[src/rtl/regbank_access_ctrl_if.sv]
// Decode-side and execute-side handshake bundle for regbank_access_ctrl.
interface regbank_access_ctrl_if;
  logic        in_valid;
  logic        in_ready;
  logic [4:0]  in_rs;
  logic [4:0]  in_rt;
  logic [4:0]  in_rd;
  logic        in_use_rs;
  logic        in_use_rt;
  logic        in_wr_rd;
  logic        out_valid;
  logic        out_ready;
  logic [31:0] out_a;
  logic [31:0] out_b;
  logic [4:0]  out_rd;
  logic        out_wr_rd;

  modport slave (
    input  in_valid, in_rs, in_rt, in_rd, in_use_rs, in_use_rt, in_wr_rd, out_ready,
    output in_ready, out_valid, out_a, out_b, out_rd, out_wr_rd
  );

  modport master (
    output in_valid, in_rs, in_rt, in_rd, in_use_rs, in_use_rt, in_wr_rd, out_ready,
    input  in_ready, out_valid, out_a, out_b, out_rd, out_wr_rd
  );
endinterface

[src/rtl/regbank_access_ctrl.sv]
// Operand fetch / writeback initiator for the register bank, with a
// per-register pending-write scoreboard and saturating hazard-stall counter.
module regbank_access_ctrl #(
  parameter int unsigned NREGS = 17,
  parameter int unsigned CNTW  = 16
) (
  input  logic                 clk,
  input  logic                 rst,
  regbank_access_ctrl_if.slave bus,
  input  logic                 wb_valid,
  input  logic [4:0]           wb_reg,
  input  logic [31:0]          wb_data,
  output logic [4:0]           rb_inport1,
  output logic [4:0]           rb_inport2,
  output logic                 rb_read1,
  output logic                 rb_read2,
  input  logic [31:0]          rb_R1,
  input  logic [31:0]          rb_R2,
  output logic                 rb_write,
  output logic [4:0]           rb_wport,
  output logic [31:0]          rb_R3,
  output logic [CNTW-1:0]      stall_cnt
);

  typedef enum logic [1:0] {IDLE, FETCH, HOLD} state_t;
  state_t state, state_nxt;

  logic [4:0]       rs_q, rt_q, rd_q;
  logic             use_rs_q, use_rt_q, wr_rd_q;
  logic [NREGS-1:0] pend, pend_set, pend_clr;
  logic [4:0]       addr1_q, addr2_q;
  logic [31:0]      a_q, b_q;
  logic [4:0]       out_rd_q;
  logic             out_wr_rd_q;
  logic             wb_v_q;
  logic [4:0]       wb_reg_q;
  logic [31:0]      wb_data_q;
  logic             hazard, fetch_go, rs_ok, rt_ok;

  function automatic logic in_range(input logic [4:0] idx);
    return {27'd0, idx} < NREGS;
  endfunction

  // Loop-based lookup keeps out-of-range indices reading as not-pending
  function automatic logic is_pend(input logic [NREGS-1:0] p, input logic [4:0] idx);
    logic r;
    r = 1'b0;
    for (int unsigned i = 0; i < NREGS; i++)
      if ({27'd0, idx} == i) r = p[i];
    return r;
  endfunction

  function automatic logic [NREGS-1:0] onehot(input logic [4:0] idx);
    logic [NREGS-1:0] oh;
    oh = '0;
    for (int unsigned i = 1; i < NREGS; i++)
      if ({27'd0, idx} == i) oh[i] = 1'b1;
    return oh;
  endfunction

  always_comb begin
    rs_ok    = in_range(rs_q);
    rt_ok    = in_range(rt_q);
    hazard   = (use_rs_q & is_pend(pend, rs_q)) |
               (use_rt_q & is_pend(pend, rt_q)) |
               (wr_rd_q  & is_pend(pend, rd_q));
    fetch_go = (state == FETCH) & ~hazard;
    pend_set = (fetch_go & wr_rd_q) ? onehot(rd_q) : '0;
    pend_clr = wb_v_q ? onehot(wb_reg_q) : '0;
  end

  always_comb begin
    state_nxt = state;
    case (state)
      IDLE:    if (bus.in_valid)  state_nxt = FETCH;
      FETCH:   if (!hazard)       state_nxt = HOLD;
      HOLD:    if (bus.out_ready) state_nxt = IDLE;
      default: state_nxt = IDLE;
    endcase
  end

  always_comb begin
    rb_read1   = fetch_go & use_rs_q & rs_ok;
    rb_read2   = fetch_go & use_rt_q & rt_ok;
    rb_inport1 = fetch_go ? rs_q : addr1_q;
    rb_inport2 = fetch_go ? rt_q : addr2_q;
    rb_write   = wb_v_q & (wb_reg_q != 5'd0) & in_range(wb_reg_q);
    rb_wport   = wb_reg_q;
    rb_R3      = wb_data_q;
  end

  assign bus.in_ready  = (state == IDLE) & ~rst;
  assign bus.out_valid = (state == HOLD);
  assign bus.out_a     = a_q;
  assign bus.out_b     = b_q;
  assign bus.out_rd    = out_rd_q;
  assign bus.out_wr_rd = out_wr_rd_q;

  always_ff @(posedge clk) begin
    if (rst) begin
      state       <= IDLE;
      rs_q        <= '0;
      rt_q        <= '0;
      rd_q        <= '0;
      use_rs_q    <= 1'b0;
      use_rt_q    <= 1'b0;
      wr_rd_q     <= 1'b0;
      pend        <= '0;
      addr1_q     <= '0;
      addr2_q     <= '0;
      a_q         <= '0;
      b_q         <= '0;
      out_rd_q    <= '0;
      out_wr_rd_q <= 1'b0;
      wb_v_q      <= 1'b0;
      wb_reg_q    <= '0;
      wb_data_q   <= '0;
      stall_cnt   <= '0;
    end else begin
      state <= state_nxt;
      if (state == IDLE && bus.in_valid) begin
        rs_q     <= bus.in_rs;
        rt_q     <= bus.in_rt;
        rd_q     <= bus.in_rd;
        use_rs_q <= bus.in_use_rs;
        use_rt_q <= bus.in_use_rt;
        wr_rd_q  <= bus.in_wr_rd;
      end
      if (fetch_go) begin
        addr1_q     <= rs_q;
        addr2_q     <= rt_q;
        a_q         <= (use_rs_q & rs_ok) ? rb_R1 : '0;
        b_q         <= (use_rt_q & rt_ok) ? rb_R2 : '0;
        out_rd_q    <= rd_q;
        out_wr_rd_q <= wr_rd_q;
      end
      // Set is applied after clear so a same-edge collision leaves the bit set
      pend   <= (pend & ~pend_clr) | pend_set;
      wb_v_q <= wb_valid;
      if (wb_valid) begin
        wb_reg_q  <= wb_reg;
        wb_data_q <= wb_data;
      end
      if (state == FETCH && hazard && stall_cnt != '1)
        stall_cnt <= stall_cnt + CNTW'(1);
    end
  end

endmodule

[src/flat_wrapper.sv]
// flat-port wrapper written by rule: the top's interface ports become plain ports
module regbank_access_ctrl_flat 
#(
  parameter int unsigned NREGS = 17,
  parameter int unsigned CNTW  = 16
)
  (clk, rst, wb_valid, wb_reg, wb_data, rb_inport1, rb_inport2, rb_read1, rb_read2, rb_R1, rb_R2, rb_write, rb_wport, rb_R3, stall_cnt, bus_in_valid, bus_in_rs, bus_in_rt, bus_in_rd, bus_in_use_rs, bus_in_use_rt, bus_in_wr_rd, bus_out_ready, bus_in_ready, bus_out_valid, bus_out_a, bus_out_b, bus_out_rd, bus_out_wr_rd);
  regbank_access_ctrl_if bus_i ();
  input  logic clk;
  input  logic rst;
  input  logic wb_valid;
  input  logic [4:0] wb_reg;
  input  logic [31:0] wb_data;
  output logic [4:0] rb_inport1;
  output logic [4:0] rb_inport2;
  output logic rb_read1;
  output logic rb_read2;
  input  logic [31:0] rb_R1;
  input  logic [31:0] rb_R2;
  output logic rb_write;
  output logic [4:0] rb_wport;
  output logic [31:0] rb_R3;
  output logic [CNTW-1:0] stall_cnt;
  input wire logic [$bits(bus_i.in_valid)-1:0] bus_in_valid;
  input wire logic [$bits(bus_i.in_rs)-1:0] bus_in_rs;
  input wire logic [$bits(bus_i.in_rt)-1:0] bus_in_rt;
  input wire logic [$bits(bus_i.in_rd)-1:0] bus_in_rd;
  input wire logic [$bits(bus_i.in_use_rs)-1:0] bus_in_use_rs;
  input wire logic [$bits(bus_i.in_use_rt)-1:0] bus_in_use_rt;
  input wire logic [$bits(bus_i.in_wr_rd)-1:0] bus_in_wr_rd;
  input wire logic [$bits(bus_i.out_ready)-1:0] bus_out_ready;
  output wire logic [$bits(bus_i.in_ready)-1:0] bus_in_ready;
  output wire logic [$bits(bus_i.out_valid)-1:0] bus_out_valid;
  output wire logic [$bits(bus_i.out_a)-1:0] bus_out_a;
  output wire logic [$bits(bus_i.out_b)-1:0] bus_out_b;
  output wire logic [$bits(bus_i.out_rd)-1:0] bus_out_rd;
  output wire logic [$bits(bus_i.out_wr_rd)-1:0] bus_out_wr_rd;
  assign bus_i.in_valid = bus_in_valid;
  assign bus_i.in_rs = bus_in_rs;
  assign bus_i.in_rt = bus_in_rt;
  assign bus_i.in_rd = bus_in_rd;
  assign bus_i.in_use_rs = bus_in_use_rs;
  assign bus_i.in_use_rt = bus_in_use_rt;
  assign bus_i.in_wr_rd = bus_in_wr_rd;
  assign bus_i.out_ready = bus_out_ready;
  assign bus_in_ready = bus_i.in_ready;
  assign bus_out_valid = bus_i.out_valid;
  assign bus_out_a = bus_i.out_a;
  assign bus_out_b = bus_i.out_b;
  assign bus_out_rd = bus_i.out_rd;
  assign bus_out_wr_rd = bus_i.out_wr_rd;
  regbank_access_ctrl #(.NREGS(NREGS), .CNTW(CNTW)) u_core (.clk(clk), .rst(rst), .bus(bus_i), .wb_valid(wb_valid), .wb_reg(wb_reg), .wb_data(wb_data), .rb_inport1(rb_inport1), .rb_inport2(rb_inport2), .rb_read1(rb_read1), .rb_read2(rb_read2), .rb_R1(rb_R1), .rb_R2(rb_R2), .rb_write(rb_write), .rb_wport(rb_wport), .rb_R3(rb_R3), .stall_cnt(stall_cnt));
endmodule
[config.mk]
export PLATFORM = sky130hd
export DESIGN_NAME = regbank_access_ctrl_flat
export DESIGN_NICKNAME = d
export VERILOG_FILES = /design/src/rtl/regbank_access_ctrl_if.sv /design/src/rtl/regbank_access_ctrl.sv /design/src/flat_wrapper.sv
export SDC_FILE = /design/constraint.sdc
export NUM_CORES = 1
export LEC_CHECK = 0
export CAP_MARGIN = 0
export CORE_MARGIN = 2
export CORE_UTILIZATION = 46
export DETAILED_ROUTE_END_ITERATION = 8
export PLACE_DENSITY = 0.81
export SLEW_MARGIN = 20
export SYNTH_ARGS = -nofsm -noshare
export SYNTH_HDL_FRONTEND = slang
export SYNTH_SLANG_ARGS = --single-unit
export TNS_END_PERCENT = 50
[constraint.sdc]
create_clock -name clk -period 3.2 [get_ports clk]
set_input_delay 0.64 -clock clk [delete_from_list [all_inputs] [get_ports clk]]
set_output_delay 0.64 -clock clk [all_outputs]
set_load 0.03 [all_outputs]
### Cell outlines without signal wires, run 1

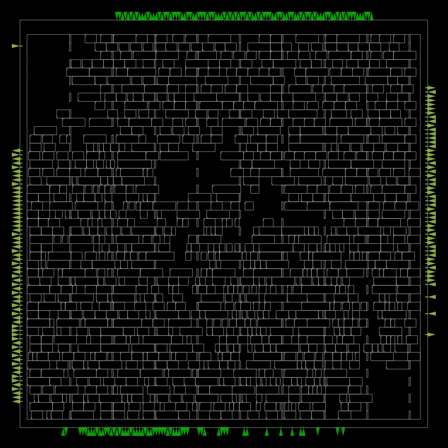
placeable core region: 16000 µm²
Fillers: 1275
tap cells: 216
Seq/total area: 0.304

### Placement by cell class, run 1

Scale: 3 px per µm.
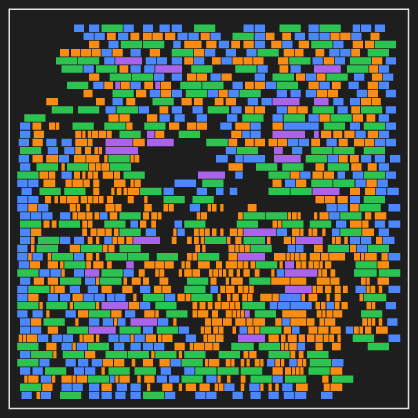
clock drivers and dummy loads -> purple  # cells 31
sequential cells -> green  # cells 170
remaining logic cells -> orange  # cells 560
remaining buffers and delay cells -> blue  # cells 295

==> Changelog: implementation, run 1 <==
### Implementation results

- Gpl congestion: 0.922
- WL final: approximately 23 mm
- Failing checks: negative setup slack
- Placed Instances: 1234
- Synth top cell by count: dfxtp_1
- M1 wire length: 9.75 mm
- Total gr overflow: 0
- Fp util: 0.475
- Die area: approximately 18000 µm²
- Share of cells above drive strength 1: 0.176
- Max Slew Vio Count: 0
- Clock edge transition at the registers on the reported setup and hold paths: 0.06 ns
- Signal buffers: 295
- Router iterations before antenna repair: 7
- Hold Crit Depth: 2
- Flop area: 3410 µm²
- Worst-path cell with the longest stage delay: mux4_2
- First-pass GRT wire length: 36.7 mm
- Post-synth mux share: 0.0999
- Fmax: 292 MHz
- Comb area leader: simple AND/OR/NAND/NOR gates
- Vias in the first global route: 6879
- Cell area leaders: dfxtp_1, nor4bb_1, a31o_2, mux2i_1, mux2_2
- Worst Path Arrival: 2.78 ns
- Period utilization: 1.07
- Chip height: 133 µm
- Worst setup margin: -0.220 ns
- Mapped Cells: 804
- Met2 usage: 0.421
- CP Max Fanout: 9
- Antenna violations before repair: 1
- Via density: 5.62
- Seq/Total Area, Yosys: 0.448
- CP Cell Sequence: nor2b_1 -> mux4_2 -> a221oi_2 -> a21oi_2 -> a221oi_2 -> nand3_4 -> buf_12 -> mux2_2 -> buf_6
- H-tree depth: 4
- Mapped Area: ~7600 µm²
- Ports: 262
- Met3 Use GR: 0.0732
- Clkbuf count: 19
- Clk buf depth: 2
- Top class by area: logic gates
- Syn Nets: around 930
- Cell count in the Yosys report: about 800
- Dominant flop cell: dfxtp_1
- Cell type with the largest total area: dfxtp_1
- Top routing layer used: met4
- DRT iter0 DRCs: 467
- Gate Area: 3880 µm²
- Max-area cell share: 0.448
- Multi-input gate count: about 550
- Critical Path RT: 2.56 ns
- RR Endpoint: u_core.pend[14]
- Final std cells w/o fill: approximately 1300
- Largest stage delay, worst path: 0.46 ns
- Worst vdd ir: 0.384 mV
- Num rows: between 40 and 50
- Die Span X: between 100 and 150 µm
- Critical path launch point: u_core.pend[11]
- Outcome: finished with violations
- Hold Vio Cnt, Final: 0
- Ant. Diodes: 1
- Dominant logic cell type in the layout: clkdlybuf4s50_1
- Routed met2 length: 11.1 mm
- Leak: between 4 and 5 nW
- CP Buf/Inv Count: 2
- Slew HR: 0.472
- Xor/xnor share: 0.00115
- WL/cell: 18.1 µm
- Most common logic cells in the final layout: clkdlybuf4s50_1, dfxtp_1, a31o_2
- EDFF count, synth: 0
- # setup viols final: 12
- DR vias: 7157
- CTS tree: yes
- Commonest cells post-synth: dfxtp_1, a31o_2, nor4bb_1
- YS chip area: between 7000 and 8000 µm²
- CP Launch Type: flop
- Pwr dens: between 400 and 500 nW/µm²
- Syn avg cell area: 9.46 µm²
- Clock sink count: roughly 170
- Cell Type Count: between 50 and 60
- Metal3 WL: 1.62 mm
- Sequential cells: 170
- Critical Path End Type: output port
- RR Startpoint: u_core.pend[11]
- Clock buf/inv share: 0.0559
- FF-to-FF setup slack: 0.14 ns
### Nets reached from selected ports, run 1

Scale: 2 px per µm.
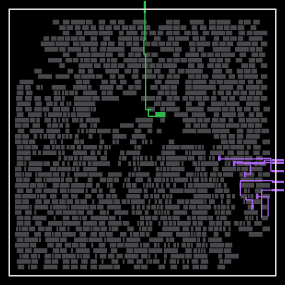
`rb_read1` -> green  # direction output, edge north, end cells 1, wire 61.5 µm
`bus_in_rs` -> purple  # direction input, edge east, end cells 5, wire 154 µm

### M1 wires, run 1

Scale: 4 px per µm. Supply wires on this layer in gray.
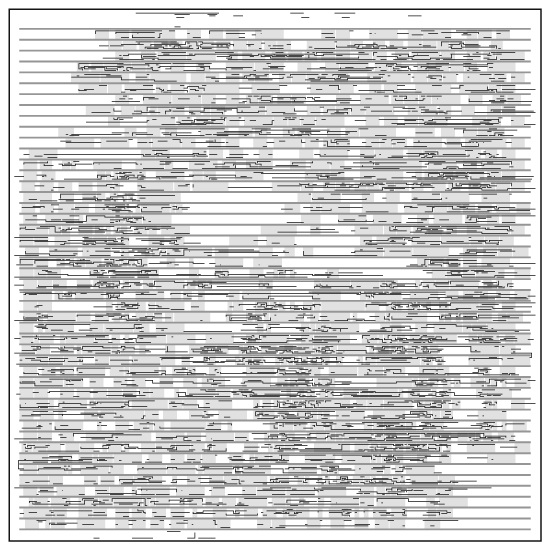
share of all routed wire = 42%
nets with wire on the layer = 1055

run 1: report_power, final:
part / switching [mW] / internal (mW)
Clock: 0.851 / 1.34
Sequential: 0.0612 / 2.18
Combinational: 0.394 / 0.390
Total: 1.31 / 3.91
run 1: cell families (layout without fill, tap and decap cells):
| group | Yosys count | after routing |
|---|---|---|
| fa+ha+maj | 1 | 1 |
| simple gates | 314 | 314 |
| compound gates | 157 | 157 |
| mux | 72 | 72 |
| xor+xnor | 1 | 1 |
| other cells | 0 | 1 |
| buf+inv | 89 | 341 |
| flops | 170 | 170 |
run 1: state kept, by name (all words and copies together), names as in the netlist:
signal / flops
u_core.addr1_q: 5
u_core.addr2_q: 5
u_core.bus.out_a: 32
u_core.bus.out_b: 32
u_core.bus.out_rd: 5
u_core.bus.out_wr_rd: 1
u_core.pend: 16
u_core.rb_R3: 32
u_core.rb_wport: 5
u_core.rd_q: 5
u_core.rs_q: 5
u_core.rt_q: 5
u_core.stall_cnt: 16
u_core.state: 2
u_core.use_rs_q: 1
u_core.use_rt_q: 1
u_core.wb_v_q: 1
u_core.wr_rd_q: 1
run 1: metrics by stage:
| step | hold WS (ns) | util | TNS, ns |
|---|---|---|---|
| after global routing | 0.496 | 0.700 | -3.90 |
| after global placement | 0.457 | 0.649 | 0 |
| after detailed placement | 0.466 | 0.649 | 0 |
| after floorplan | 0.447 | - | 0 |
| after CTS | 0.479 | 0.695 | -2.55 |
| final | 0.480 | 0.700 | -2.32 |
run 1: repair_timing:
item / in CTS / in global routing
resized: 13 / 11
gates cloned: 1 / 0
pin swaps: 0 / 1
hold buffers: 0 / 0
setup buffers: 3 / 3
setup endpoints to repair: 12 / 14
### Cell density map, run 1

Scale: 3 px per µm. The die is cut into 13 by 13 equal tiles; dark blue is low, red is high, 0 to 100% covered.
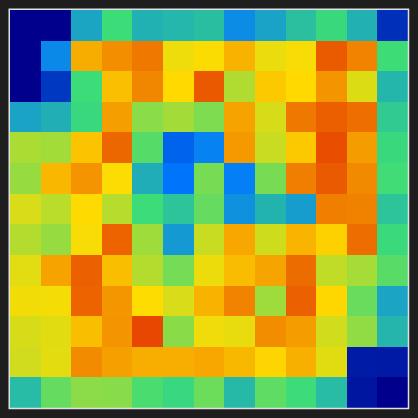

## Run 2: what changed since run 1
CORE_UTILIZATION = 45   (was 46)
PLACE_DENSITY = 0.8   (was 0.81)
SLEW_MARGIN = unset   (was 20)
### Cell density map, run 2

Scale: 3 px per µm. The die is cut into 13 by 13 equal tiles; dark blue is low, red is high, 0 to 100% covered.
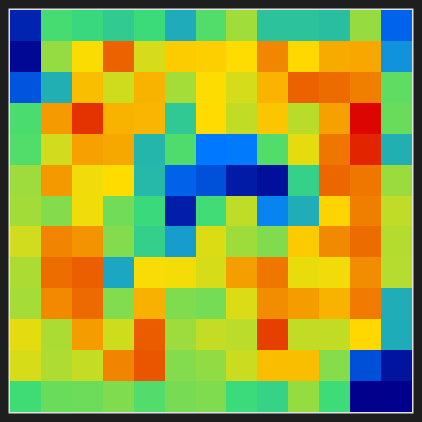
tiles over 75% full = 33%
mean over tiles = 62%
nearly empty tiles = 1.8%
emptiest ninth of the die = center

### Nets reached from selected ports, run 2

Scale: 2 px per µm.
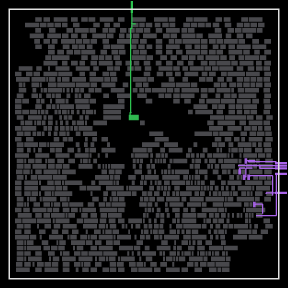
`rb_read1` -> green  # direction output, edge north, end cells 1, wire 56.6 µm
`bus_in_rs` -> purple  # direction input, edge east, end cells 5, wire 138 µm

==> run 2 against run 1 <==
Compared with the run above: first-iteration DRC count decreased by 21%; combinational power up 7.1%; worst setup slack worse by 0.0070 ns; area after synthesis stayed put; largest power group unchanged; the flow still finishes with violations (negative setup slack).
==> Changelog: implementation, run 2 <==
### Implementation results

- Outcome: finished with violations
- Failing checks: negative setup slack
- Fp util: 0.460 (-0.0151)
- DR vias: 7246 (+1.2%)
- Share of cells above drive strength 1: 0.198 (+0.0218)
- Placed Instances: 1264 (+2.4%)
- Syn Nets: 929 (unchanged)
- Clock sink count: 170 (unchanged)
- Switching power of the nets: 1.34 mW (+2.6%)
- Critical Path End Type: output port
- Syn avg cell area: 9.46 µm² (unchanged)
- Clk pwr: 2.06 mW (-6%)
- Num rows: 47 (+2.2%)
- DRT iter0 DRCs: 371 (-21%)
- # setup viols final: 12 (unchanged)
- Max Slew Vio Count: 0 (unchanged)
- Largest stage delay, worst path: 0.35 ns (-0.11 ns)
- Ports: 262 (unchanged)
- First-pass GRT wire length: 35.7 mm (-2.8%)
- Final std cells w/o fill: 1311 (+3.0%)
- EDFF count, synth: 0 (unchanged)
- Hold slack: 0.485 ns (+0.00540 ns)
- Hold Vio Cnt, Final: 0 (unchanged)
- CP Cell Sequence: buf_4 -> mux2_2 -> and3_1 -> o21ai_0 -> a31oi_1 -> o221ai_1 -> nand3_4 -> buf_12 -> mux2_2 -> buf_6
- Gpl congestion: 0.926 (+0.44%)
- Die Span X: 134 µm (+1.1%)
- Leak: 4.35 nW (+3.8%)
- Clock edge transition at the registers on the reported setup and hold paths: 0.07 ns (about the same)
- Worst vdd ir: 0.381 mV (-0.90%)
- CP Launch Type: flop
- CP Buf/Inv Count: 3 (+1)
- CTS tree: yes
- Period utilization: 1.07 (+0.00219)
- Power share of the combinational group: 0.164 (+0.014)
- Mapped Cells: 804 (unchanged)
- Most common logic cells in the final layout: clkdlybuf4s50_1, dfxtp_1, a31o_2
- Setup TNS Final: -2.55 ns (-0.228 ns)
- Seq/Total Area, Yosys: 0.448 (unchanged)
- Critical Path RT: 2.56 ns (about the same)
- Cell area leaders: dfxtp_1, nor4bb_1, a31o_2, mux2i_1, mux2_2
- Dominant flop cell: dfxtp_1
- Ant. Diodes: 0 (-1)
- Dominant logic cell type in the layout: clkdlybuf4s50_1
- Worst setup margin: -0.227 ns (-0.00701 ns)
- WL/cell: 17.7 µm (-2.6%)
- H-tree depth: 4 (unchanged)
- Placeable core region: 16500 µm² (+3.3%)
- WL final: 23.2 mm (+0.31%)
- Clk buf depth: 2 (unchanged)
- Top Consumer: sequential cells
- Clock network power share: 0.401 (-0.019)
- Net Sw Frac: 0.262 (+0.0110)
- Antenna violations before repair: 0 (-1)
- Router iterations before antenna repair: 6 (-1)
- Post-layout util: 0.694 (-0.00584)
- Cell type with the largest total area: dfxtp_1
- Slew HR: 0.502 (+0.0302)
- Comb group: 0.840 mW (+7.1%)
- Chip height: 134 µm (+1.1%)
- Cell count in the Yosys report: 804 (unchanged)
## run 2: kinds of logic after synthesis
logic type / after synthesis / share of synthesized area
buffers and inverters: 89 / 0.0492
AOI/OAI and AO/OA: 157 / 0.152
xor gates and xnor gates: 1 / 0.00115
adders and majority gates: 1 / 0.00165
muxes: 72 / 0.0999
DFF: 170 / 0.448
and+or+nand+nor: 314 / 0.248
## run 2: cell type report
| cell class | instances | area [µm²] | area share |
|---|---|---|---|
| Clock buffer | 20 | 447 | 0.0390 |
| Clock inverter | 12 | 140 | 0.0122 |
| Tap cell | 220 | 275 | 0.0240 |
| Sequential cell | 170 | 3410 | 0.297 |
| Timing Repair Buffer | 329 | 3260 | 0.284 |
| Multi-Input combinational cell | 545 | 3880 | 0.338 |
| Inverter | 15 | 56.3 | 0.00491 |
## run 2: repair_timing
item	in CTS	in global routing
gates cloned	0	4
pin swaps	0	1
setup endpoints to repair	14	17
resized	76	12
buffers inserted	4	7
## run 2: routing by layer
layer	vias to the layer above	wire length (µm)	GRT usage	part of all wire
li1	3510	-	-	-
met1	3459	9960	0.316	0.43
met2	233	11000	0.393	0.47
met3	44	1550	0.0752	0.067
met4	0	705	0.106	0.030
met5	-	0	0	0
## run 2: final timing paths
path	from	endpoint	slack [ns]	depth (start not counted)
max	u_core.pend[11]	rb_inport1[3]	-0.23	10
min	u_core.bus.out_b[20]	u_core.bus.out_b[20]	0.49	1
max reg2reg	u_core.pend[11]	u_core.bus.out_a[30]	0.21	13
min reg2reg	u_core.bus.out_b[20]	u_core.bus.out_b[20]	0.49	1
### Placement by cell class, run 2

Scale: 3 px per µm.
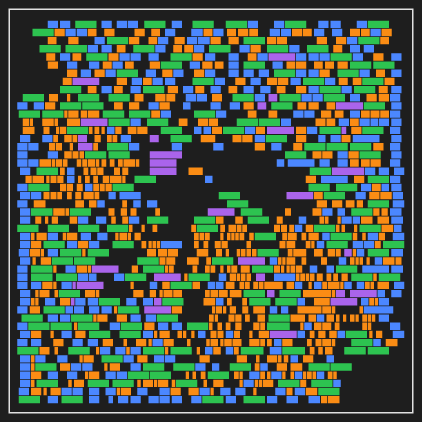

## Run 3: what changed since run 2
PLACE_DENSITY = 0.88   (was 0.8)
REMOVE_ABC_BUFFERS = 1   (was unset)
### Placement by cell class, run 3

Scale: 3 px per µm.
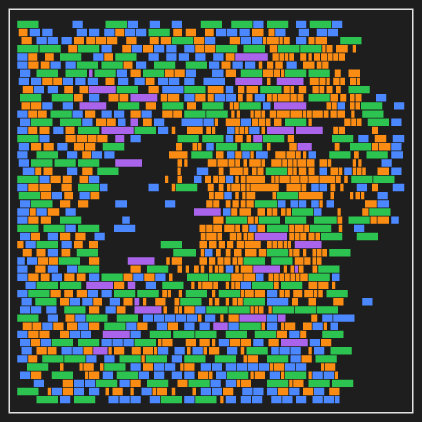
sequential cells -> green  # cells 170
remaining logic cells -> orange  # cells 561
remaining buffers and delay cells -> blue  # cells 299
clock drivers and dummy loads -> purple  # cells 32

### M1 wires, run 3

Scale: 4 px per µm. Supply wires on this layer in gray.
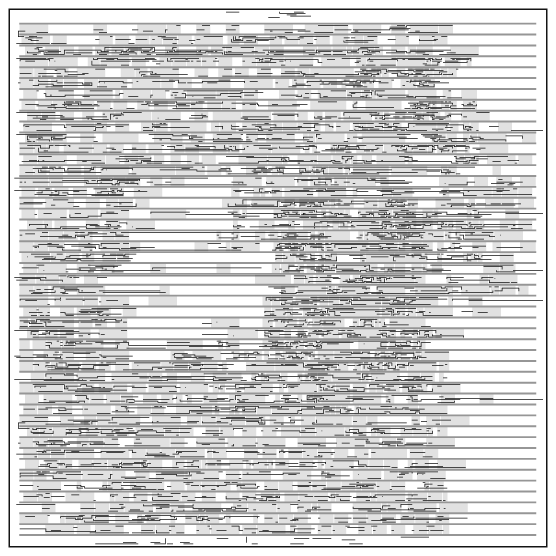
WL final: 23.5 mm
grt met1 use: 0.313

==> run 3 against run 2 <==
Compared with the run above: the run still ends with negative setup slack left; global-route usage rose by 0.98 points; critical path depth fell by 1; maximum frequency fell by 3.4%; worst setup slack got worse by 0.12 ns; register-to-register slack improved by 0.04 ns; synthesized cell count did not move; via count fell by 0.14%; clock skew fell by 0.0053 ns; sequential share of layout area rose by 0.55 points; combinational power fell by 6.4%; total power rose by 2.6%; critical path type unchanged; largest cell class unchanged.
==> Changelog: implementation, run 3 <==
### Implementation results

- Outcome: finished with violations
- Failing checks: negative setup slack
- Flop area: 3410 µm² (unchanged)
- Placeable core region: 16500 µm² (unchanged)
- Largest stage delay, worst path: 0.46 ns (+0.11 ns)
- Hold Vio Cnt, Final: 0 (unchanged)
- EDFF count, synth: 0 (unchanged)
- Clock sink count: 170 (unchanged)
- Max Slew Vio Count: 0 (unchanged)
- Post-layout util: 0.681 (-0.0126)
- Hold_sp: u_core.bus.out_a[29]
- Share of cells above drive strength 1: 0.176 (-0.0219)
- Dominant flop cell: dfxtp_1
- Dominant logic cell type in the layout: clkdlybuf4s50_1
- Cell count in the Yosys report: 804 (unchanged)
- Worst setup margin: -0.348 ns (-0.121 ns)
- CP Buf/Inv Count: 2 (-1)
- Worst vdd ir: 0.347 mV (-8.9%)
- Router iterations before antenna repair: 5 (-1)
- Cell type with the largest total area: dfxtp_1
- CP Launch Type: flop
- Num rows: 47 (unchanged)
- DR vias: 7236 (-0.14%)
- Setup TNS Final: -3.65 ns (-1.11 ns)
- Seq/Total Area, Yosys: 0.448 (unchanged)
- Antenna violations before repair: 1 (+1)
- Period utilization: 1.11 (+0.0377)
- Critical Path RT: 2.56 ns (about the same)
- Slew HR: 0.494 (-0.00879)
- Fillers: 1222
- Clk buf depth: 2 (unchanged)
- Chip height: 134 µm (unchanged)
- Most common logic cells in the final layout: clkdlybuf4s50_1, dfxtp_1, a31o_2
- Hold slack: 0.484 ns (-0.000969 ns)
- Critical Path End Type: output port
- CP Cell Sequence: nor2b_4 -> mux4_2 -> a221oi_2 -> a21oi_2 -> a221oi_4 -> nand3_4 -> buf_6 -> mux2_4 -> buf_12
- # setup viols final: 12 (unchanged)
- Syn avg cell area: 9.46 µm² (unchanged)
- CP Class: flop to output port
- Cell area leaders: dfxtp_1, nor4bb_1, a31o_2, mux2i_1, mux2_2
- H-tree depth: 4 (unchanged)
- RR Startpoint: u_core.rt_q[4]
- CTS tree: yes
- WL/cell: 18.4 µm (+3.9%)
- Die Span X: 134 µm (unchanged)
- First-pass GRT wire length: 37.2 mm (+4.3%)
- Gate Area: 3900 µm² (+0.61%)
- Ports: 262 (unchanged)
- Ant. Diodes: 0 (unchanged)
## run 3: cell counts after synthesis
No cell type changed its count.
## run 3: worst paths after layout
kind	depth (start not counted)	slack (ns)	endpoint
setup / recovery	9	-0.35	rb_inport1[1]
hold reg to reg	1	0.48	u_core.bus.out_a[29]
setup reg to reg	8	0.25	u_core.stall_cnt[0]
hold / removal	1	0.48	u_core.bus.out_a[29]
## run 3: logic make-up after synthesis
kind of cell | share of synthesized area
and+or+nand+nor | 0.248
DFF | 0.448
AOI/OAI and AO/OA | 0.152
buffers and inverters | 0.0492
muxes | 0.0999
xor gates and xnor gates | 0.00115
adders and majority gates | 0.00165
## run 3: through the flow
stage / instances / worst slack, ns
4_1_cts: 1281 / -0.336
5_1_grt: 1282 / -0.455
3_5_place_dp: 1244 / 0.0141
3_3_place_gp: 1244 / 0.0799
2_1_floorplan: 730 / -3.20
6_report: 1282 / -0.348
## run 3: layer usage
layer  part of all wire  vias up  global-route usage
met5            0.00055        -                   0
met4              0.029        2               0.101
met2               0.50      276               0.436
met1               0.40     3454               0.313
li1                   -     3447                   -
met3              0.071       57              0.0726
## run 3: final cells by class
cell class | count | area share
clock buffer | 22 | 0.0421
clock inverter | 10 | 0.0147
inverter | 15 | 0.00500
multi-input combinational | 546 | 0.347
sequential | 170 | 0.303
tap | 220 | 0.0245
timing repair buffer | 299 | 0.264
## run 3: where the power goes
| group | internal, mW | switching [mW] |
|---|---|---|
| Clock | 1.37 | 0.865 |
| Combinational | 0.384 | 0.402 |
| Sequential | 2.18 | 0.0568 |
## run 3: what timing repair did
action                                  in CTS  in global routing
gates resized                               19                  5
gates cloned                                 1                  0
endpoints found under the setup margin      12                 14
pin swaps                                    2                  0
setup buffers                                4                  1
Power is estimated from default activity; no workload was simulated.
